**Run 1: clock wires, drivers and flops**

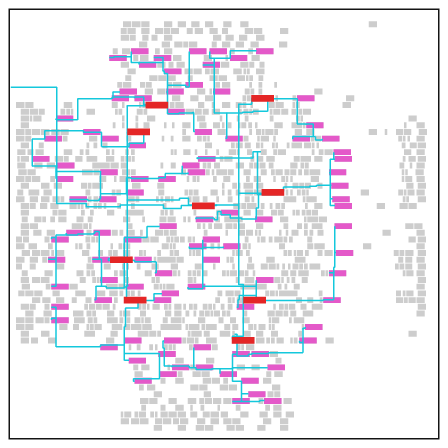
**Run 1: cells colored by class**

The bar under the picture is 50 microns long.
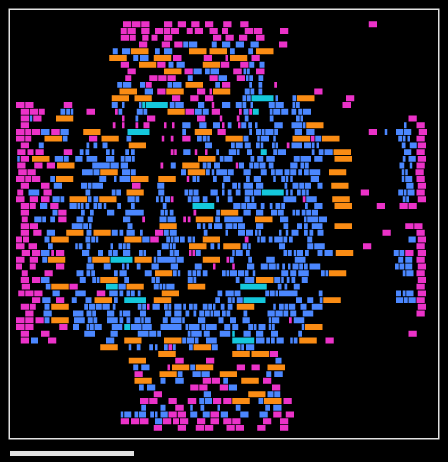
**Run 1: congestion heat map**

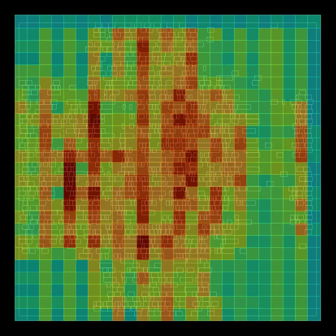
**Run 1: M4 wires**

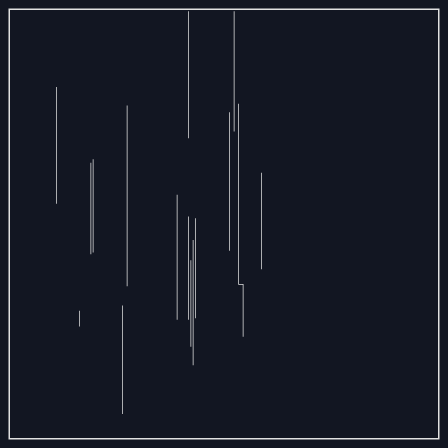
### src/rtl/fetch_stage.sv
// IF stage and IF/ID pipeline register for the 5-stage MIPS core.
// Holds the fetch PC, addresses instruction memory and resolves the next PC from D-stage control.
module fetch_stage #(
  parameter logic [31:0] PC_RESET = 32'h0000_3000,
  parameter int          IM_AW    = 10
) (
  input  logic             clk,
  input  logic             reset,
  input  logic             stall,
  input  logic [2:0]       pc_op,
  input  logic             beq_equal,
  input  logic [31:0]      rs_val_d,
  input  logic [31:0]      instr_f,
  output logic [IM_AW-1:0] im_addr,
  output logic [31:0]      pc_f,
  output logic [31:0]      instr_d,
  output logic [5:0]       opcode_d,
  output logic [5:0]       funct_d,
  output logic [31:0]      pc4_d,
  output logic [31:0]      pc8_d,
  output logic             addr_err
);

  typedef enum logic [2:0] {
    OP_SEQ    = 3'd0,
    OP_BEQ    = 3'd1,
    OP_JUMP   = 3'd2,
    OP_JR     = 3'd3,
    OP_BGEZAL = 3'd4
  } pc_op_e;

  logic [31:0] r_pc;
  logic [31:0] r_instr;
  logic [31:0] r_pc4;
  logic        r_addr_err;

  logic [31:0] w_pc4_f;
  logic [31:0] w_br_off;
  logic [31:0] w_br_tgt;
  logic [31:0] w_j_tgt;
  logic [31:0] w_jr_tgt;
  logic        w_jr_misalign;
  logic [31:0] w_im_off;
  logic [31:0] w_npc;

  assign w_pc4_f       = r_pc + 32'd4;
  assign w_br_off      = {{14{r_instr[15]}}, r_instr[15:0], 2'b00};
  assign w_br_tgt      = r_pc4 + w_br_off;
  assign w_j_tgt       = {r_pc4[31:28], r_instr[25:0], 2'b00};
  assign w_jr_tgt      = {rs_val_d[31:2], 2'b00};
  assign w_jr_misalign = (rs_val_d[1:0] != 2'b00);

  // Offset from the IM base; high bits are dropped, so out-of-range PCs alias.
  assign w_im_off = r_pc - PC_RESET;
  assign im_addr  = IM_AW'(w_im_off >> 2);

  always_comb begin
    w_npc = w_pc4_f;
    case (pc_op_e'(pc_op))
      OP_BEQ:    w_npc = beq_equal ? w_br_tgt : w_pc4_f;
      OP_JUMP:   w_npc = w_j_tgt;
      OP_JR:     w_npc = w_jr_tgt;
      OP_BGEZAL: w_npc = w_br_tgt;
      default:   w_npc = w_pc4_f;
    endcase
  end

  // Stall freezes everything; the redirect is recomputed once the stall lifts.
  always_ff @(posedge clk) begin
    if (!reset) begin
      r_pc       <= PC_RESET;
      r_instr    <= 32'd0;
      r_pc4      <= PC_RESET;
      r_addr_err <= 1'b0;
    end else if (!stall) begin
      r_pc    <= w_npc;
      r_instr <= instr_f;
      r_pc4   <= w_pc4_f;
      if (pc_op == OP_JR && w_jr_misalign)
        r_addr_err <= 1'b1;
    end
  end

  assign pc_f     = r_pc;
  assign instr_d  = r_instr;
  assign opcode_d = r_instr[31:26];
  assign funct_d  = r_instr[5:0];
  assign pc4_d    = r_pc4;
  assign pc8_d    = r_pc4 + 32'd4;
  assign addr_err = r_addr_err;

endmodule

### config.mk
export PLATFORM = sky130hd
export DESIGN_NAME = fetch_stage
export DESIGN_NICKNAME = d
export VERILOG_FILES = /design/src/rtl/fetch_stage.sv
export SDC_FILE = /design/constraint.sdc
export NUM_CORES = 1
export LEC_CHECK = 0
export ABC_AREA = 0
export CORE_MARGIN = 2
export CORE_UTILIZATION = 25
export DETAILED_ROUTE_END_ITERATION = 7
export GPL_TIMING_DRIVEN = 0
export PLACE_DENSITY = 0.58
export SLEW_MARGIN = 20
export SYNTH_ARGS = -nofsm -noshare
export SYNTH_HDL_FRONTEND = slang
export SYNTH_SLANG_ARGS = --single-unit
### constraint.sdc
create_clock -name clk -period 8.2 [get_ports clk]
set_clock_uncertainty 0.05 [all_clocks]
set_input_delay 2.46 -clock clk [delete_from_list [all_inputs] [get_ports clk]]
set_output_delay 2.46 -clock clk [all_outputs]
set_load 0.01 [all_outputs]
==> deck_impl_summary.md, run 1 <==
Implementation Results

Critical path
  – CP required: around 5.7 ns
  – Worst Reg-to-Reg Cells: 10
  – Slowest Stage Delay on Critical Path: 0.55 ns
  – Delay-heaviest family, CP: simple AND/OR/NAND/NOR gates
  – Crit path to: pc8_d[31]

Global route
  – Global-route wire length before repair: ~45000 microns
  – Tot GR Track Use: between 15 and 20%
  – Total global routing overflow: 0
  – Largest net degree at the start of global routing: 19

Clock tree
  – Root Buffer: clkbuf_16
  – Max Buffers Root-to-Sink: 2
  – CTS H-Tree Depth: 3

Final layout
  – Final net count: around 1200
  – Sequential cell area: 0.001942 sq mm
  – Gate Area: between 0.004 and 0.005 sq mm
  – # diodes: 0

Detailed routing
  – DRT Pass-1 Iters: 7
  – Iteration-0 DRC Markers: 727

Logic synthesis
  – Top post-synthesis cells by count: 97 x dfxtp_1, 72 x nand2_1, 70 x o21ai_0
  – Commonest flop: dfxtp_1
  – Yosys warns: 0
  – Register share after synthesis: 27.18%
  – Mux area share: under 10%
  – Chip area in the Yosys report: 0.007146 sq mm
  – Yosys cell count: between 800 and 900
  – Synth Register Bits: 97
  – Dominant comb cell: AND-OR/OR-AND gates
  – Yosys top cell by instances: dfxtp_1

STA
  – Final Critical Period: between 5 and 6 ns
  – Fin Setup TNS: 0 ns
  – Min Hold Slack: roughly 0.44 ns
  – RSZ-0062 raised after global routing: no
  – Final period utilization: 70.33%
  – Slew @ Worst Pin: approximately 1 ns

Run status
  – Status: finished clean

Floorplanning
  – Pre-Place Util: 25.58%
  – Ports: approximately 220

Power
  – Cell Pwr Density: 137.1 mW/mm^2
  – Peak VDD IR: approximately 0.089 mV

Placement
  – Detailed placer's ending HPWL: between 20000 and 25000 microns
Notes on 'clock wires, drivers and flops' above:
[cyan] clock wires | length: 1590 microns
[red] clock drivers | count: 9
[magenta] flip-flops | count: 97
flops lie: all over the die
Clk Latency, worst-skew pair: 0.37 ns
Power Clock: 0.000451 W
Clk pwr share: 32.5%

Notes on 'cells colored by class' above:
| color | class | cells |
|---|---|---|
| cyan | clock drivers and dummy loads | 16 |
| magenta | remaining buffers and delay cells | 289 |
| orange | sequential cells | 97 |
| blue | combinational and other logic | 713 |
register share of the cell area: 19.23%
post-route cell area: 0.01010 sq mm
fin util: 36.16%

Notes on 'congestion heat map' above:
met3 Usage GRT: 3.606%
met1 usage: 25.29%
met2 usage: 32.20%
WL/cell: 20.34 microns

Notes on 'M4 wires' above:
main direction: vertical
share of all routed wire: 2.5%

[run 1: report_power, final]
part,internal [W],switching (W),leakage (nW)
combinational,0.000193,0.000188,3.12
sequential,0.000500,0.0000535,0.798
clock,0.000246,0.000205,0.135
[run 1: state kept, by name, indices dropped and copies added, names as in the netlist]
signal	flops
instr_d	32
pc4_d	32
pc_f	32
addr_err	1
[run 1: cell type report]
class | count | area share (%)
clock inverter | 4 | 0.5203
tap | 378 | 4.683
timing repair buffer | 218 | 21.61
sequential | 97 | 19.23
buffer | 71 | 3.642
clock buffer | 12 | 2.441
multi-input combinational | 701 | 47.44
inverter | 12 | 0.4460
[run 1: layer usage]
metal	vias to the layer above	wire, microns	GRT usage, %
met5	-	0	0
met4	0	749	6.497
met3	38	2377	3.606
met2	330	14090	32.20
met1	3690	13160	25.29
li1	3639	-	-
## Run 2: what changed since run 1
Clock period 8.2 ns to 5.35 ns, I/O delays scaled along.
**Run 2: congestion heat map**

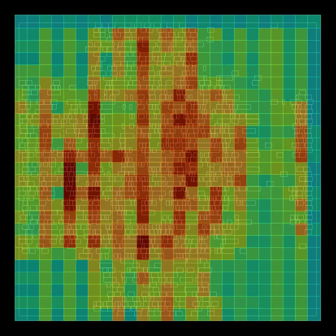
grt peak-use layer: met2
Tot GR Track Use: 19.42%

==> run 2 against run 1 <==
  * Die area stayed put
  * Worst setup slack worse by 2.0 ns
  * Global-route usage stayed put
  * Largest cell class unchanged
  * Sequential share of layout area stayed put
  * Utilization stayed put
  * Worst hold slack stayed put
  * Total power is 53% higher
  * Highest routed layer unchanged
  * Synthesized cell count stayed put
  * Clock power is 53% higher
==> deck_impl_summary.md, run 2 <==
Implementation Results

Logic synthesis
  – Chip area in the Yosys report: a little over 0.007 sq mm
  – Commonest flop: dfxtp_1
  – Synth Register Bits: between 90 and 100
  – Mux area share: under 10%
  – Yosys top cell by instances: dfxtp_1
  – Dominant comb cell: AND-OR/OR-AND gates

Power
  – Power Clock: 0.000691 W
  – Largest power group: sequential cells
  – Clk pwr share: around 33%
  – Reg power frac: 39.9%
  – Comb pwr share: between 20 and 30%
  – Cell Pwr Density: 210.1 mW/mm^2
  – Net Sw Power: between 0.0006 and 0.0007 W
  – Comb group: 0.000584 W
  – Switching portion of total power: about a third
  – Power Internal: between 0.001 and 0.0015 W

STA
  – Fin Setup TNS: 0 ns
  – Slew @ Worst Pin: just under 1 ns
  – RSZ-0062 raised after global routing: no
  – Min Hold Slack: 0.4387 ns
  – Final period utilization: roughly 92%
  – Final Critical Period: 4.912 ns

Floorplanning
  – Pre-Place Util: around 26%
  – Ports: 222

Detailed routing
  – DR WL met2: between 10000 and 15000 microns
  – WL/cell: 20.34 microns
  – Iteration-0 DRC Markers: 727
  – WL met3: between 2000 and 2500 microns

Clock tree
  – Max Buffers Root-to-Sink: 2
  – Clk Latency, worst-skew pair: ~0.37 ns
  – CTS H-Tree Depth: 3

Run status
  – Status: finished clean

Critical path
  – Delay-heaviest family, CP: simple AND/OR/NAND/NOR gates
  – Slowest Stage Delay on Critical Path: 0.55 ns
  – CP required: around 3.7 ns

Global route
  – Met3 Usage GRT: under 10%
  – Global-route wire length before repair: around 45000 microns
  – Total global routing overflow: 0
  – Largest net degree at the start of global routing: 19
  – Met1 usage: between 20 and 30%
  – Met2 usage: approximately a third

Final layout
  – Post-route cell area: 0.01010 sq mm
  – Fin util: between 30% and 40%
  – # diodes: 0
  – Final net count: 1213

Placement
  – Detailed placer's ending HPWL: between 20000 and 25000 microns
**Run 2: clock wires, drivers and flops**

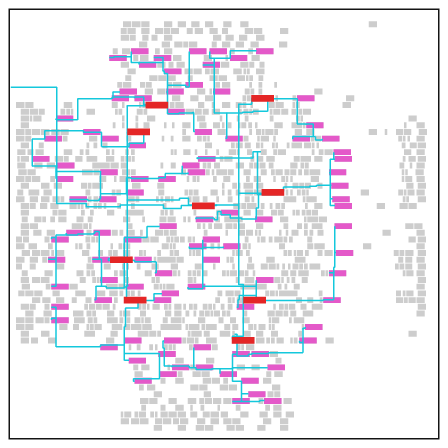
[cyan] clock wires | length: 1590 microns
[red] clock drivers | count: 9
[magenta] flip-flops | count: 97
routed clock nets: 10

==> run 2: how the worst max path moves through the flow <==
stage | slack [ns] | cells past startpoint | end
after floorplan | 1.83 | 7 | pc8_d[31]
after global placement | 0.81 | 9 | pc_f[25]$_SDFFE_PN0N_
after detailed placement | 0.79 | 9 | pc8_d[24]
after CTS | 0.38 | 9 | pc8_d[24]
after global routing | 0.21 | 9 | pc8_d[24]
final | 0.44 | 8 | pc8_d[31]
==> run 2: layout make-up <==
type | instances | area (sq um) | area share, %
sequential | 97 | 1942 | 19.23
inverter | 12 | 45.04 | 0.4460
multi-input combinational | 701 | 4791 | 47.44
timing repair buffer | 218 | 2182 | 21.61
clock buffer | 12 | 246.5 | 2.441
clock inverter | 4 | 52.55 | 0.5203
tap | 378 | 473.0 | 4.683
buffer | 71 | 367.9 | 3.642
**Run 2: M4 wires**

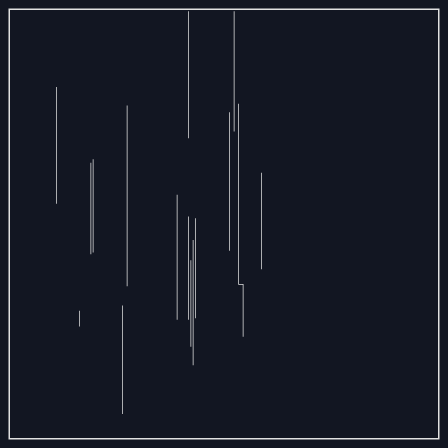

## Run 3: what changed since run 2
Settings changed: PLACE_DENSITY 0.58 to unset.
**Run 3: M4 wires**

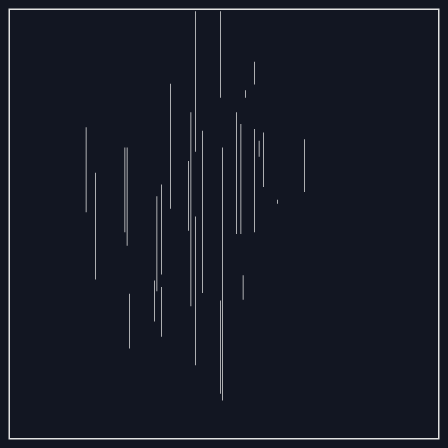
wire length on this layer: 1000 microns
main direction: vertical
via count: 7751
overall routed net length: 30340 microns

**Run 3: cells colored by class**

The bar under the picture is 50 microns long.
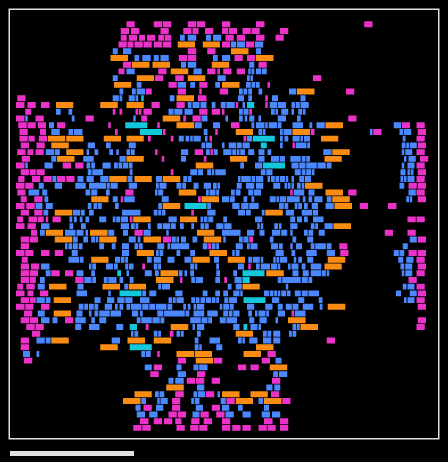
| color | class | cells |
|---|---|---|
| blue | combinational and other logic | 713 |
| orange | sequential cells | 97 |
| magenta | remaining buffers and delay cells | 289 |
| cyan | clock drivers and dummy loads | 16 |

==> run 3 against run 2 <==
  * Critical path depth stayed put
  * Maximum frequency grew 0.39%
  * Design area fell by 0.24%
  * Worst hold slack lost 0.0048 ns
  * Non-clock buffer count did not move
  * Area after synthesis did not move
  * Utilization down 0.085 points
  * Clock power fell by 7.7%
  * Critical endpoint unchanged
  * Largest power group unchanged
  * Highest routed layer unchanged
==> deck_impl_summary.md, run 3 <==
Implementation Results

Run status
  – Status: finished clean

Final layout
  – Non-clk bufs: just under 300
  – Signal buf overhead: 25.31%
  – Largest class: combinational gates
  – Fin util: 36.07%
  – Layout clock buffer count: 10
  – Register share of the cell area: between 10% and 20%
  – Gate Area: 0.004791 sq mm
  – Clk cell area share: under 10%
  – Post-route cell area: 0.01008 sq mm
  – Non-clk invs: 12
  – Multi-input combinational area share: a little under half
  – Sequential cell area: between 0.0015 and 0.002 sq mm

Global route
  – Met1 usage: roughly a quarter
  – Largest net degree at the start of global routing: 19
  – Global-route wire length before repair: approximately 45000 microns
  – Total global routing overflow: 0
  – Grt peak-use layer: met2
  – Tot GR Track Use: between 10% and 20%

Detailed routing
  – Metal-1 WL: between 10000 and 15000 microns
  – Top Layer Used: met4
  – WL met3: roughly 1900 microns
  – DR WL met2: approximately 14000 microns
  – DRT Pass-1 Iters: 6

Placement
  – Detailed placer's ending HPWL: between 20000 and 25000 microns

Critical path
  – Delay-heaviest family, CP: simple AND/OR/NAND/NOR gates
  – CP required: around 3.7 ns
  – WP depth: 8
  – Worst Reg-to-Reg Cells: 10
  – Crit path to: pc8_d[31]

Logic synthesis
  – Register share after synthesis: roughly 27%
  – Synth Register Bits: about 97
  – Yosys cell count: about 880
  – Yosys warns: 0
  – Commonest flop: dfxtp_1
  – Top post-synthesis cells by count: 97 x dfxtp_1, 72 x nand2_1, 70 x o21ai_0
  – Chip area in the Yosys report: between 0.007 and 0.008 sq mm

Clock tree
  – CTS H-Tree Depth: 3
  – Clk Latency, worst-skew pair: 0.36 ns
  – Root Buffer: clkbuf_16
  – Max Buffers Root-to-Sink: 2

Floorplanning
  – Pre-Place Util: between 20% and 30%
  – # Taps: 378

STA
  – Slew @ Worst Pin: ~0.97 ns
  – Min Hold Slack: around 0.43 ns
  – Final Critical Period: around 5 ns
  – Final period utilization: 91.45%
  – RSZ-0062 raised after global routing: no

Power
  – Cell Pwr Density: approximately 200 mW/mm^2
  – Peak VDD IR: between 0.1 and 0.15 mV
[run 3: logic make-up (layout without fill, tap and decap cells)]
kind of cell / after synthesis / after routing / share of synthesized area [%]
other cells: 0 / 1 / 0
xor+xnor: 72 / 72 / 8.825
buf+inv: 83 / 317 / 5.778
flops: 97 / 97 / 27.18
compound gates: 254 / 254 / 23.92
fa+ha+maj: 32 / 32 / 5.708
mux: 40 / 40 / 5.603
simple gates: 303 / 303 / 22.99
[run 3: where the power goes]
group	internal, W	leakage [nW]	total (W)	switching (W)
sequential	0.000766	0.798	0.000846	0.0000805
combinational	0.000295	3.12	0.000585	0.000290
clock	0.000318	0.133	0.000638	0.000320
total	0.00138	4.05	0.00207	0.000690
No activity file was given, so power comes from the tool's default toggle rates.
